`src/rtl/ysyx_22040750_wbu.sv`:
```
// ----------------------------------------------------------------------------
// ysyx_22040750_wbu -- writeback stage.
//
// Takes retiring instructions from MEM over valid/ready. It formats the load
// data, selects the writeback source and keeps the result in a single-entry
// stage register. That register drives the GPR write port and the ID bypass.
// It also produces a retire pulse and a retire counter for difftest.
//
// Ports
//   I_sys_clk, I_rst_n    clock and asynchronous active-low reset
//   I_mem_valid/O_wb_ready   handshake with MEM
//   I_mem_*               instruction fields and data from MEM
//   I_wb_hold             freezes commit (debug / difftest halt)
//   O_gpr_*               GPR write port
//   O_byp_*               bypass entry toward ID
//   O_commit/_pc          one-cycle retire pulse and its PC
//   O_retire_cnt          number of retired instructions (wraps)
//
// Every output is a function of the stage register and I_wb_hold only.
// No path exists from the MEM inputs to the outputs.
// ----------------------------------------------------------------------------
module ysyx_22040750_wbu #(
    parameter int CNT_W = 64
) (
    input  logic             I_sys_clk,
    input  logic             I_rst_n,
    input  logic             I_mem_valid,
    output logic             O_wb_ready,
    input  logic [63:0]      I_mem_pc,
    input  logic [4:0]       I_mem_rd_addr,
    input  logic             I_mem_rd_wen,
    input  logic [1:0]       I_mem_wb_sel,
    input  logic [63:0]      I_mem_alu_res,
    input  logic [63:0]      I_mem_load_raw,
    input  logic [2:0]       I_mem_funct3,
    input  logic [2:0]       I_mem_addr_lo,
    input  logic [63:0]      I_mem_csr_rdata,
    input  logic             I_wb_hold,
    output logic             O_gpr_wen,
    output logic [4:0]       O_gpr_rd_addr,
    output logic [63:0]      O_gpr_wr_data,
    output logic             O_byp_valid,
    output logic [4:0]       O_byp_rd_addr,
    output logic [63:0]      O_byp_data,
    output logic             O_commit,
    output logic [63:0]      O_commit_pc,
    output logic [CNT_W-1:0] O_retire_cnt
);

    logic             r_valid;
    logic [63:0]      r_pc;
    logic [4:0]       r_rd;
    logic             r_wen;
    logic [63:0]      r_data;
    logic [CNT_W-1:0] r_cnt;

    logic             w_ready;
    logic             w_accept;
    logic             w_commit;
    logic [7:0]       w_byte;
    logic [15:0]      w_half;
    logic [31:0]      w_word;
    logic [63:0]      w_load;
    logic [63:0]      w_result;

    assign w_ready  = !r_valid || !I_wb_hold;
    assign w_accept = I_mem_valid && w_ready;
    assign w_commit = r_valid && !I_wb_hold;

    // The lane pick uses only the address bits at or above the access size.
    // A misaligned address therefore selects its naturally aligned container.
    assign w_byte = I_mem_load_raw[{I_mem_addr_lo, 3'b000} +: 8];
    assign w_half = I_mem_load_raw[{I_mem_addr_lo[2:1], 4'b0000} +: 16];
    assign w_word = I_mem_load_raw[{I_mem_addr_lo[2], 5'b00000} +: 32];

    always_comb begin
        w_load = 64'd0;
        case (I_mem_funct3)
            3'b000:  w_load = {{56{w_byte[7]}}, w_byte};
            3'b001:  w_load = {{48{w_half[15]}}, w_half};
            3'b010:  w_load = {{32{w_word[31]}}, w_word};
            3'b011:  w_load = I_mem_load_raw;
            3'b100:  w_load = {56'd0, w_byte};
            3'b101:  w_load = {48'd0, w_half};
            3'b110:  w_load = {32'd0, w_word};
            default: w_load = 64'd0;
        endcase
    end

    always_comb begin
        w_result = I_mem_alu_res;
        case (I_mem_wb_sel)
            2'b00: w_result = I_mem_alu_res;
            2'b01: w_result = w_load;
            2'b10: w_result = I_mem_pc + 64'd4;
            2'b11: w_result = I_mem_csr_rdata;
            default: w_result = I_mem_alu_res;
        endcase
    end

    // When accept and commit happen together, the new entry simply overwrites
    // the committing one. This is what sustains one instruction per cycle.
    always_ff @(posedge I_sys_clk or negedge I_rst_n) begin
        if (!I_rst_n) begin
            r_valid <= 1'b0;
            r_pc    <= 64'd0;
            r_rd    <= 5'd0;
            r_wen   <= 1'b0;
            r_data  <= 64'd0;
        end else if (w_accept) begin
            r_valid <= 1'b1;
            r_pc    <= I_mem_pc;
            r_rd    <= I_mem_rd_addr;
            r_wen   <= I_mem_rd_wen;
            r_data  <= w_result;
        end else if (w_commit) begin
            r_valid <= 1'b0;
        end
    end

    always_ff @(posedge I_sys_clk or negedge I_rst_n) begin
        if (!I_rst_n)
            r_cnt <= '0;
        else if (w_commit)
            r_cnt <= r_cnt + {{(CNT_W-1){1'b0}}, 1'b1};
    end

    assign O_wb_ready    = w_ready;
    assign O_commit      = w_commit;
    assign O_commit_pc   = r_pc;
    assign O_retire_cnt  = r_cnt;
    assign O_gpr_wen     = w_commit && r_wen && (r_rd != 5'd0);
    assign O_gpr_rd_addr = r_rd;
    assign O_gpr_wr_data = r_data;
    // The bypass ignores hold: a held result has not reached the GPR yet.
    assign O_byp_valid   = r_valid && r_wen && (r_rd != 5'd0);
    assign O_byp_rd_addr = r_rd;
    assign O_byp_data    = r_data;

endmodule
```
`config.mk`:
```
export PLATFORM = sky130hd
export DESIGN_NAME = ysyx_22040750_wbu
export DESIGN_NICKNAME = d
export VERILOG_FILES = /design/src/rtl/ysyx_22040750_wbu.sv
export SDC_FILE = /design/constraint.sdc
export NUM_CORES = 1
export LEC_CHECK = 0
export ABC_AREA = 0
export CORE_AREA = 5 5 210 212
export DETAILED_ROUTE_END_ITERATION = 6
export DIE_AREA = 0 0 215 217
export SLEW_MARGIN = 20
export SYNTH_ARGS = -nofsm -noshare
export SYNTH_HDL_FRONTEND = slang
export SYNTH_SLANG_ARGS = --single-unit
```
`constraint.sdc`:
```
create_clock -name I_sys_clk -period 2.4 [get_ports I_sys_clk]
set_input_delay 0.48 -clock I_sys_clk [delete_from_list [all_inputs] [get_ports I_sys_clk]]
set_output_delay 0.48 -clock I_sys_clk [all_outputs]
set_load 0.01 [all_outputs]
```
**Routing congestion map**

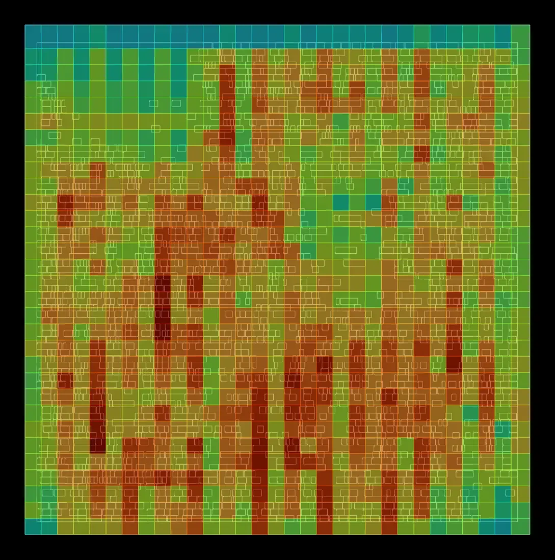
GR Util met1: 0.376
drt wl/cell: 26.1 µm
final core occ: 0.516
GRT Overall Usage: 0.298

**Local utilization**

The die is cut into 22 by 22 equal tiles; white is low, dark blue is high, 0 to 100% covered.
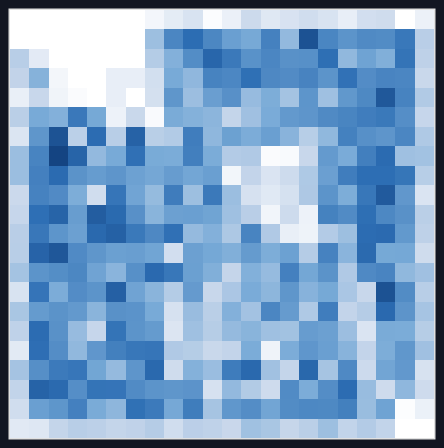
7.0% of the tiles are over 75% full. 5.8% of the tiles are nearly empty. The densest ninth of the die: middle left. The mean over all tiles is 45%.
initial core utilization: 0.307
Core ar.: 41800 µm²

**Signal wires by layer**

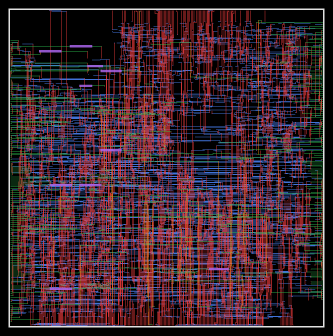
met3: marked green, wire length 5610 µm. met2: marked red, wire length 34.9 mm. met5: marked purple, wire length 123 µm. met1: marked blue, wire length 30.1 mm. met4: marked orange, wire length 1710 µm.
routed vias: 15000
final wirelength: 72400 µm

**M2 wires**

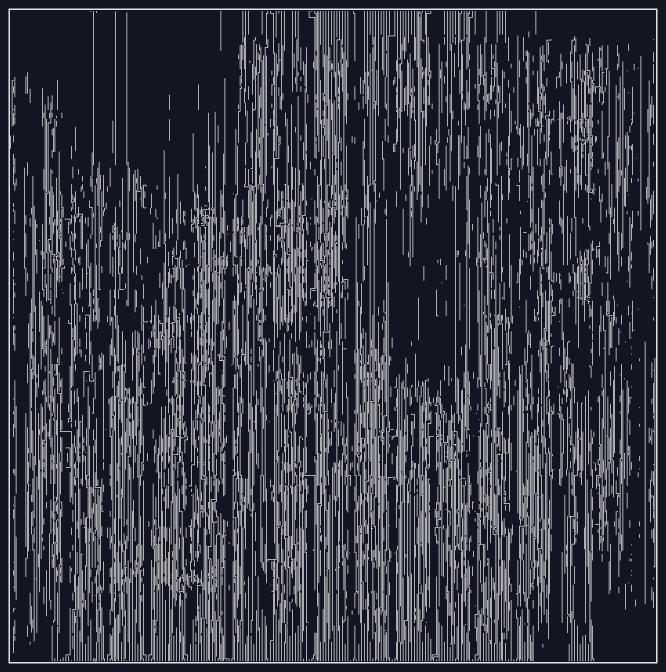
The layer carries 34.9 mm of wire. The layer holds 48% of the routed length. 2176 nets have wire on it. The longest straight run is 87.2 µm. The wires run mostly vertical.

==> deck_impl_summary.md <==
Run Summary

Power
  – Combinational Power Share: 0.349
  – Clock power share: 0.284
  – Net Switching: 3990 µW

STA
  – Clock skew: 0.0124 ns
  – Setup TNS: -0.0466 ns
  – Endpoints failing hold: 0
  – Final Cycle Share: 1.02
  – Least-Margin Pin Slew: 0.853 ns
  – Setup violators final: 1
  – Crit path time final: 2.45 ns
  – Final setup margin: -0.0466 ns
  – F_max: 0.409 GHz

Clocking
  – CTS Buf Count: 17
  – Insertion Delay late pin: 0.50 ns
  – TritonCTS clock tree: built

Drt
  – DR iter-0 viols: 1326
  – DR WL met3: 5610 µm
  – Met2 routed WL: 34900 µm
  – WL met1: 30100 µm
  – DRC viols: 0

Yosys
  – FF+latch count, synth: 199
  – Number of cells in Yosys stat: 1493
  – Post-synth EDFFs: 0
  – Synth cell types: 67
  – Post-synth ARST share: 1.00

Finish
  – Fillers: 3908
  – Share of cells above drive strength 1: 0.196
  – Non-Filler Instances: 2772
  – FF+latch area: 4980 µm²

Worst hold path
  – Hold path depth: 3
  – Hold Crit Start: I_mem_pc[15]

Die
  – Die y size: 217 µm

Placed design
  – Post-DP HPWL: 60300 µm

Worst setup path
  – Internal reg-to-reg setup slack: 0.31 ns
  – R2R Path End: O_retire_cnt[59]
  – Worst Path Arrival: 2.82 ns
  – Path depth of the worst reg2reg path: 7
  – CP Capture Type: register

Outcome
  – Failing checks: setup timing
  – Status: complete, but fails checks

Global route
  – Global-route wire length before repair: 104000 µm
  – Pin count of the biggest net entering global routing: 67
  – GR Util met2: 0.506
-- logic make-up (layout without fill, tap and decap cells) --
logic type,count (synthesis),count (layout),share of synthesized area
mux,45,45,0.0510
fa+ha+maj,2,2,0.00195
flops,199,199,0.388
other cells,0,4,0
xor+xnor,97,97,0.0663
simple gates,646,646,0.246
buf+inv,175,911,0.0726
compound gates,329,329,0.174
-- how the worst max path moves through the flow --
stage	from	endpoint	slack, ns	cells past startpoint
5_1_grt	O_byp_rd_addr[1]	O_gpr_wen	-0.002	4
4_1_cts	O_byp_rd_addr[1]	O_gpr_wen	-0.04	4
3_5_place_dp	I_mem_pc[13]	O_byp_data[27]	-0.70	9
2_1_floorplan	I_mem_addr_lo[2]	O_byp_data[40]	0.13	7
3_3_place_gp	I_mem_pc[13]	O_byp_data[27]	-0.69	9
6_report	I_mem_funct3[0]	O_byp_data[27]	-0.05	10
-- what timing repair did --
item | in CTS | in global routing
setup endpoints to repair | 10 | 28
hold endpoints to repair | 62 | 0
setup buffers | 4 | 3
hold buffers | 1 | 0
pin swaps | 4 | 10
gates resized | 20 | 47
-- state kept, by name, summed over array words and instances (netlist names) --
register,flops
r_valid,1
r_wen,1
O_commit_pc,64
O_byp_data,64
O_retire_cnt,64
O_byp_rd_addr,5
-- critical path: stages --
cell             delay (ns)
clkdlybuf4s50_1        0.42
buf_4                  0.16
buf_4                  0.15
nand2b_1               0.16
and3_4                 0.22
buf_12                 0.15
a22o_1                 0.18
a222oi_1               0.61
buf_4                  0.22
a31oi_1                0.07
-- area by class of cell --
class,count,share of cell area
Clock inverter,15,0.0110
Inverter,12,0.00209
Multi-Input combinational cell,1119,0.328
Antenna cell,4,0.000465
Clock buffer,17,0.0197
Timing Repair Buffer,867,0.376
Sequential cell,199,0.231
Tap cell,539,0.0313
-- stage by stage --
stage               hold slack (ns)  total power (µW)  utilization  instance area [µm²]
global placement              0.459              8190        0.494                20600
finish                        0.303             11500        0.516                21500
detailed placement            0.462              8220        0.494                20600
floorplan                     0.184              5600            -                12800
global route                  0.291             11900        0.516                21500
CTS                           0.430             11500        0.511                21300
-- cells in the final DEF (no fill, tap or decap), types with 7 or more instances in the layout --
cell type	n
clkdlybuf4s50_1	515
nand2_1	326
buf_4	303
dfrtp_1	199
o21ai_0	86
xnor2_1	69
nor2_1	59
a21oi_1	51
nand4_1	50
nand3_1	47
or3_1	29
xor2_1	27
a22oi_1	22
a31oi_1	21
dlymetal6s2s_1	21
nor4_1	19
o211ai_1	18
mux2i_1	17
nor3_1	17
clkbuf_16	17
mux4_2	15
o31a_1	15
buf_12	15
and4_1	14
and3_1	14
mux2_2	13
inv_1	12
a22o_1	12
a221oi_1	12
a211oi_1	11
a222oi_1	10
o221ai_1	10
nand2b_1	9
o22ai_1	8
a221o_1	7
o31ai_1	7
or4_1	7
clkinv_8	7
-- power by group through the flow --
| stage | logic [µW] | registers [µW] | clock network [µW] |
|---|---|---|---|
| finish | 4000 | 4210 | 3260 |
| global route | 4230 | 4260 | 3460 |
| CTS | 3990 | 4210 | 3340 |
| detailed placement | 3960 | 4260 | 0 |
| global placement | 3930 | 4260 | 0 |
| floorplan | 1330 | 4270 | 0 |
Power is estimated from default activity; no workload was simulated.
